File: config.mk
export PLATFORM = sky130hd
export DESIGN_NAME = logger_event_writer_flat
export DESIGN_NICKNAME = d
export VERILOG_FILES = /design/src/rtl/logger_event_if.sv /design/src/rtl/logger_event_writer.sv /design/src/flat_wrapper.sv
export SDC_FILE = /design/constraint.sdc
export NUM_CORES = 2
export LEC_CHECK = 0
export ABC_AREA = 0
export CORE_MARGIN = 8
export CORE_UTILIZATION = 30
export DETAILED_ROUTE_END_ITERATION = 12
export PLACE_DENSITY = 0.42
export RECOVER_POWER = 25
export SETUP_SLACK_MARGIN = 0.5
export SLEW_MARGIN = 0
export SYNTH_ARGS = -nofsm -noshare
export SYNTH_HDL_FRONTEND = slang
export SYNTH_SLANG_ARGS = --single-unit
File: constraint.sdc
create_clock -name clk -period 4.1 [get_ports clk]
set_clock_uncertainty 0.1 [all_clocks]
set_input_delay 1.23 -clock clk [delete_from_list [all_inputs] [get_ports clk]]
set_output_delay 1.23 -clock clk [all_outputs]
set_load 0.01 [all_outputs]
File: src/rtl/logger_event_if.sv
// Record stream from the event writer to the logger.
// The writer drives valid/data/ts/gap and the logger drives ready.
interface logger_event_if #(
    parameter int DATA_W = 32,
    parameter int TS_W   = 32
);
    logic              out_valid;
    logic              out_ready;
    logic [DATA_W-1:0] out_data;
    logic [TS_W-1:0]   out_ts;
    logic              out_gap;

    modport master (
        output out_valid,
        output out_data,
        output out_ts,
        output out_gap,
        input  out_ready
    );

    modport slave (
        input  out_valid,
        input  out_data,
        input  out_ts,
        input  out_gap,
        output out_ready
    );
endinterface

File: src/rtl/logger_event_writer.sv
// Change-detecting event writer for the logger.
// Samples a watched bus every clk, turns each value change into a
// timestamped record, buffers records in a small FIFO and offers them on
// a valid/ready stream. Records that find the FIFO full are dropped,
// counted, and flagged on the next record that gets through.
//
// state | meaning
// ------+---------------------------------------------------------------
// IDLE  | enable low; counter holds, nothing is captured
// FIRST | first enabled cycle; current sample is recorded unconditionally
// RUN   | later enabled cycles; a record is made only when the bus changed
module logger_event_writer #(
    parameter int DATA_W = 32,
    parameter int TS_W   = 32,
    parameter int DEPTH  = 16
) (
    input  logic                     clk,
    input  logic                     rst_n,
    input  logic                     enable,
    input  logic [DATA_W-1:0]        sample_data,
    logger_event_if.master           evt,
    output logic [15:0]              lost_cnt,
    output logic [$clog2(DEPTH):0]   level
);

    localparam int AW = $clog2(DEPTH);
    localparam logic [AW-1:0]   PTR_ONE  = AW'(1);
    localparam logic [AW:0]     LVL_ONE  = (AW + 1)'(1);
    localparam logic [AW:0]     LVL_FULL = (AW + 1)'(DEPTH);
    localparam logic [TS_W-1:0] TS_ONE   = TS_W'(1);

    typedef enum logic [1:0] {
        IDLE  = 2'd0,
        FIRST = 2'd1,
        RUN   = 2'd2
    } state_t;

    state_t            state_q;
    state_t            state_d;
    logic [TS_W-1:0]   ts_q;
    logic [DATA_W-1:0] prev_q;
    logic              gap_pending_q;
    logic [15:0]       lost_q;

    logic [AW-1:0]     wr_ptr_q;
    logic [AW-1:0]     rd_ptr_q;
    logic [AW:0]       level_q;
    logic [DATA_W-1:0] mem_data [DEPTH];
    logic [TS_W-1:0]   mem_ts   [DEPTH];
    logic              mem_gap  [DEPTH];

    logic push_req;
    logic clear_ts;
    logic fifo_full;
    logic fifo_empty;
    logic pop;
    logic accept;
    logic drop;

    // FSM state register.
    always_ff @(posedge clk or negedge rst_n) begin
        if (!rst_n) begin
            state_q <= IDLE;
        end else begin
            state_q <= state_d;
        end
    end

    // Next state, push request and counter clear for the current sample.
    always_comb begin
        state_d  = state_q;
        push_req = 1'b0;
        clear_ts = 1'b0;
        case (state_q)
            IDLE: begin
                if (enable) begin
                    state_d  = FIRST;
                    clear_ts = 1'b1;
                end
            end
            FIRST: begin
                if (enable) begin
                    state_d  = RUN;
                    push_req = 1'b1;
                end else begin
                    state_d = IDLE;
                end
            end
            RUN: begin
                if (enable) begin
                    push_req = (sample_data != prev_q);
                end else begin
                    state_d = IDLE;
                end
            end
            default: begin
                state_d = IDLE;
            end
        endcase
    end

    // FIFO status and the accept/drop decision. A pop in the same cycle
    // frees the slot, so a full FIFO still accepts a push alongside a pop.
    always_comb begin
        fifo_full  = (level_q == LVL_FULL);
        fifo_empty = (level_q == '0);
        pop        = !fifo_empty && evt.out_ready;
        accept     = push_req && (!fifo_full || pop);
        drop       = push_req && fifo_full && !pop;
    end

    // Timestamp counter: restarts on enable rising, free-runs (wrapping)
    // while capturing, holds when idle.
    always_ff @(posedge clk or negedge rst_n) begin
        if (!rst_n) begin
            ts_q <= '0;
        end else if (clear_ts) begin
            ts_q <= '0;
        end else if (state_q != IDLE) begin
            ts_q <= ts_q + TS_ONE;
        end
    end

    // Previous-sample register for change detection.
    always_ff @(posedge clk or negedge rst_n) begin
        if (!rst_n) begin
            prev_q <= '0;
        end else if (enable) begin
            prev_q <= sample_data;
        end
    end

    // Drop bookkeeping: saturating loss count and a sticky gap marker that
    // the next stored record picks up.
    always_ff @(posedge clk or negedge rst_n) begin
        if (!rst_n) begin
            lost_q        <= '0;
            gap_pending_q <= 1'b0;
        end else if (drop) begin
            if (lost_q != 16'hFFFF) begin
                lost_q <= lost_q + 16'd1;
            end
            gap_pending_q <= 1'b1;
        end else if (accept) begin
            gap_pending_q <= 1'b0;
        end
    end

    // Record storage; cleared on reset so the stream reads zero afterwards.
    always_ff @(posedge clk or negedge rst_n) begin
        if (!rst_n) begin
            for (int i = 0; i < DEPTH; i++) begin
                mem_data[i] <= '0;
                mem_ts[i]   <= '0;
                mem_gap[i]  <= 1'b0;
            end
        end else if (accept) begin
            mem_data[wr_ptr_q] <= sample_data;
            mem_ts[wr_ptr_q]   <= ts_q;
            mem_gap[wr_ptr_q]  <= gap_pending_q;
        end
    end

    // FIFO pointers and occupancy; pointers wrap naturally at DEPTH.
    always_ff @(posedge clk or negedge rst_n) begin
        if (!rst_n) begin
            wr_ptr_q <= '0;
            rd_ptr_q <= '0;
            level_q  <= '0;
        end else begin
            if (accept) begin
                wr_ptr_q <= wr_ptr_q + PTR_ONE;
            end
            if (pop) begin
                rd_ptr_q <= rd_ptr_q + PTR_ONE;
            end
            case ({accept, pop})
                2'b10:   level_q <= level_q + LVL_ONE;
                2'b01:   level_q <= level_q - LVL_ONE;
                default: level_q <= level_q;
            endcase
        end
    end

    assign evt.out_valid = !fifo_empty;
    assign evt.out_data  = mem_data[rd_ptr_q];
    assign evt.out_ts    = mem_ts[rd_ptr_q];
    assign evt.out_gap   = mem_gap[rd_ptr_q];
    assign lost_cnt      = lost_q;
    assign level         = level_q;

endmodule

File: src/flat_wrapper.sv
// flat-port wrapper written by rule: the top's interface ports become plain ports
module logger_event_writer_flat 
#(
    parameter int DATA_W = 32,
    parameter int TS_W   = 32,
    parameter int DEPTH  = 16
)
  (clk, rst_n, enable, sample_data, lost_cnt, level, evt_out_valid, evt_out_data, evt_out_ts, evt_out_gap, evt_out_ready);
  logger_event_if #(.DATA_W(DATA_W), .TS_W(TS_W)) evt_i ();
  input  logic clk;
  input  logic rst_n;
  input  logic enable;
  input  logic [DATA_W-1:0] sample_data;
  output logic [15:0] lost_cnt;
  output logic [$clog2(DEPTH):0] level;
  output wire logic [$bits(evt_i.out_valid)-1:0] evt_out_valid;
  output wire logic [$bits(evt_i.out_data)-1:0] evt_out_data;
  output wire logic [$bits(evt_i.out_ts)-1:0] evt_out_ts;
  output wire logic [$bits(evt_i.out_gap)-1:0] evt_out_gap;
  input wire logic [$bits(evt_i.out_ready)-1:0] evt_out_ready;
  assign evt_out_valid = evt_i.out_valid;
  assign evt_out_data = evt_i.out_data;
  assign evt_out_ts = evt_i.out_ts;
  assign evt_out_gap = evt_i.out_gap;
  assign evt_i.out_ready = evt_out_ready;
  logger_event_writer #(.DATA_W(DATA_W), .TS_W(TS_W), .DEPTH(DEPTH)) u_core (.clk(clk), .rst_n(rst_n), .enable(enable), .sample_data(sample_data), .evt(evt_i), .lost_cnt(lost_cnt), .level(level));
endmodule
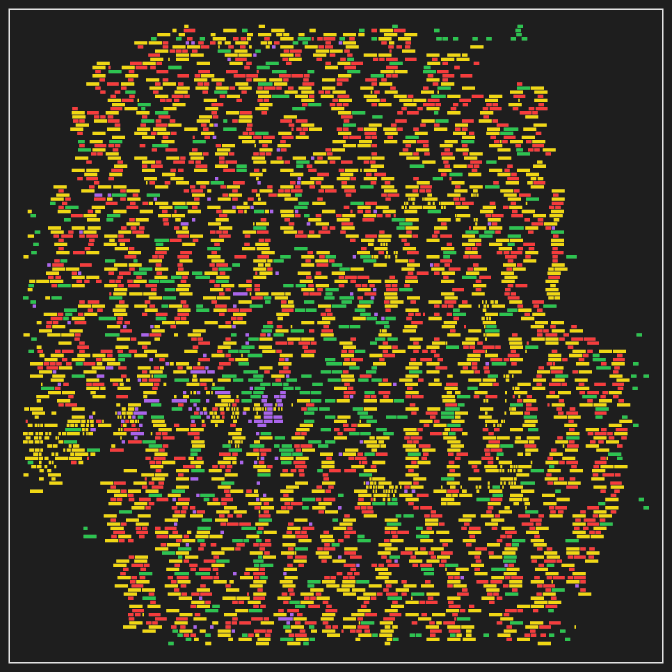
(drive-strength map)
Key: _2 cells = red [cells 1,390, share 39%, most used mux2_2]; _3 and _4 cells = purple [cells 146, share 4.1%, most used buf_4]; _6 and larger = green [cells 437, share 12%, most used clkbuf_16]; _0 and _1 cells = yellow [cells 1,549, share 44%, most used dfrtp_1]
post-route setup slack: -0.338 ns
Layout area overhead: 23.1%
bufs w/o clock: 429
Finished Cell Area: 63,600 um2

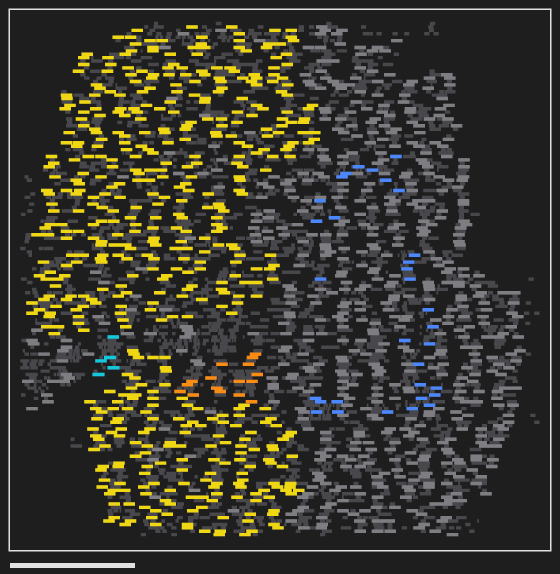
(register map, names as in the netlist)
The bar under the picture is 100 um long. Other sequential cells in the stronger grey, the rest of the logic in the fainter grey.
Key: u_core.mem_data = yellow [sequential cells 512]; u_core.mem_gap = orange [sequential cells 16]; u_core.ts_q = blue [sequential cells 32]; u_core.level = cyan [sequential cells 5]

==> flow_metrics.tcl <==
# yosys + openroad results
set metrics [dict create \
    rsz0062_at_grt "true" \
    min-delay-start "u_core.mem_ts[416]$_DFFE_PN0P_" \
    track_usage 0.167 \
    outcome "complete, but fails checks" \
    start_kind "flop" \
    critical-path-slowest-cell "mux4_2" \
    core_area_um2 171000 \
    ys_top_cells_by_area "dfrtp_1 55%, mux2_2 22%, mux4_2 14%" \
    lay_top_cells "1,129 x dfrtp_1, 1,006 x mux2_2, 325 x mux4_2" \
    drv_cap 1 \
    cellPowerDensity_nw_per_um2 591 \
    clock_power_share 0.320 \
    drt_pass1_iterations 5 \
    crit_buf_inv 6 \
    cpPeakStageDelay_ns 0.52 \
    cts_buffers 139 \
    fp_nets 3226 \
    dieArea_um2 186000 \
    crit_chain "buf_12 -> buf_16 -> buf_12 -> buf_12 -> buf_16 -> mux4_2 -> mux4_2 -> buf_6" \
    stdcell_count 5833 \
    path_max_fanout 7 \
    reg2reg_depth 7 \
    syn-cell-area_um2 51700 \
    die-height_um 431 \
    max_freq_ghz 0.225 \
    violations "capacitance limit, slew limit, setup timing" \
    dp_cells 5502 \
    ys_cells 3175 \
    worstMarginPinSlew_ns 3.58 \
    synthCells 3175 \
    combPwrFrac 0.315 \
    cpLargestDelayFamily "multiplexers" \
    clkSinkCount 1136 \
    slew_viol_final 37 \
    r2r_start "u_core.ts_q[3]$_DFFE_PN0P_" \
    crit_type "flop to primary output" \
    clock_path_buffers 3 \
    pwr-share-seq 0.365 \
    synthArstFlopShare 1.00 \
    hold_viol 0 \
    port_buffers 122 \
    syn_avg_cell_area_um2 16.3 \
    total_power_mw 37.6 \
    fp_util 0.302 \
    worst_hold_slack_ns 0.382 \
    end_kind "primary output" \
    hold_class "flop to flop" \
    pre_cts_ws_ns -0.616 \
    warnings 47 \
    die_w_um 431 \
    yosysWarnings 0 \
    setup_slack_ns -0.338 \
    drt.antenna.violating_nets 0 \
    clock_latency_ns 0.77 \
    grt_start_max_net_pins 120 \
    netSwitchingPower_mw 11.1 \
    ff_type "dfrtp_1" \
    vias 29100 \
    via_per_inst 4.99 \
    dpl_cell_area_um2 57300 \
    post-route-drc-count 0 \
    pin_count 123 \
    comb_area_um2 21800 \
    cts_max_level 4 \
    wl_per_cell_um 26.5 \
    regArea_um2 28400 \
    setup_viol 65 \
    layout-drive-gt1-share 0.560 \
    top_cell_area_share 0.550 \
    relSlewSlack -1.39 \
    nFillCells 15900 \
    nNetsFinal 3470 \
    gp_congestion 0.745 \
    hpwl_um 93700 \
    totalWireLength_um 154000 \
]
state kept, by name (all words and copies together), names as in the netlist:
| signal | count |
|---|---|
| u_core.wr_ptr_q | 4 |
| u_core.lost_cnt | 16 |
| u_core.gap_pending_q | 1 |
| u_core.mem_data | 512 |
| u_core.rd_ptr_q | 4 |
| u_core.mem_gap | 16 |
| u_core.mem_ts | 512 |
| u_core.level | 5 |
| u_core.state_q | 2 |
| u_core.prev_q | 32 |
| u_core.ts_q | 32 |
routing by layer:
layer / up-vias / global-route usage / wire (um)
li1: 12300 / - / -
met5: - / 0 / 0
met4: 0 / 0.0567 / 5020
met1: 16100 / 0.217 / 67400
met3: 252 / 0.0291 / 5480
met2: 528 / 0.282 / 76600
cells in the mapped netlist (5+ instances only):
cell type	n
dfrtp_1	1136
mux2_2	1006
buf_1	34
ha_1	14
and3_1	16
clkbuf_1	179
mux4_2	325
inv_1	9
nand2_1	46
nand4_1	24
mux2i_1	10
buf_2	17
o21ai_0	24
mux2_1	65
xnor2_1	53
nand3_1	43
xor2_1	5
mux2_4	7
buf_4	48
nor2_1	20
buf_6	48
how the worst max path moves through the flow:
stage	start	end	slack (ns)	depth (start not counted)
3_3_place_gp	sample_data[1]	u_core.level[4]$_DFFE_PN0P_	-0.78	17
2_1_floorplan	u_core.rd_ptr_q[0]$_DFFE_PN0P_	evt_out_data[0]	0.32	5
5_1_grt	u_core.rd_ptr_q[0]$_DFFE_PN0P_	evt_out_ts[24]	-0.43	8
3_5_place_dp	sample_data[29]	u_core.level[4]$_DFFE_PN0P_	-0.62	17
6_report	u_core.rd_ptr_q[0]$_DFFE_PN0P_	evt_out_ts[21]	-0.34	8
4_1_cts	u_core.rd_ptr_q[0]$_DFFE_PN0P_	evt_out_ts[24]	-0.45	8
layout make-up:
type / instances / area share
antenna: 1 / 0.0000393
tap: 2310 / 0.0454
sequential: 1136 / 0.447
clock buffer: 212 / 0.0657
clock inverter: 32 / 0.00450
multi-input combinational: 1704 / 0.343
timing repair buffer: 429 / 0.0943
inverter: 9 / 0.000531
repair_timing:
action / 4_1_cts / 5_1_grt
cloned: 24 / 2
hold buffers: 0 / 0
setup buffers: 46 / 14
pin swaps: 6 / 19
gates resized: 419 / 48
endpoints found under the setup margin: 511 / 67
power by group through the flow:
stage               registers [mW]  clock network, mW  logic [mW]
floorplan                     13.5                  0        6.05
global placement              13.8                  0        9.80
detailed placement            13.9                  0        9.94
CTS                           13.7               12.5        12.0
global route                  13.9               12.9        12.6
finish                        13.7               12.1        11.8
logic make-up (layout without fill, tap and decap cells):
| family | Yosys count | count (layout) | share of synthesized area |
|---|---|---|---|
| flops | 1136 | 1136 | 0.550 |
| fa+ha+maj | 15 | 15 | 0.00378 |
| other cells | 0 | 1 | 0 |
| mux | 1413 | 1413 | 0.379 |
| compound gates | 46 | 46 | 0.00554 |
| buf+inv | 335 | 682 | 0.0352 |
| simple gates | 172 | 172 | 0.0167 |
| xor+xnor | 58 | 58 | 0.00983 |
through the flow:
step / TNS, ns / utilization
6_report: -15.38 / 0.371
3_5_place_dp: -296.91 / 0.334
4_1_cts: -21.87 / 0.370
3_3_place_gp: -374.12 / 0.334
5_1_grt: -83.67 / 0.371
2_1_floorplan: 0 / -
No activity file was given, so power comes from the tool's default toggle rates.
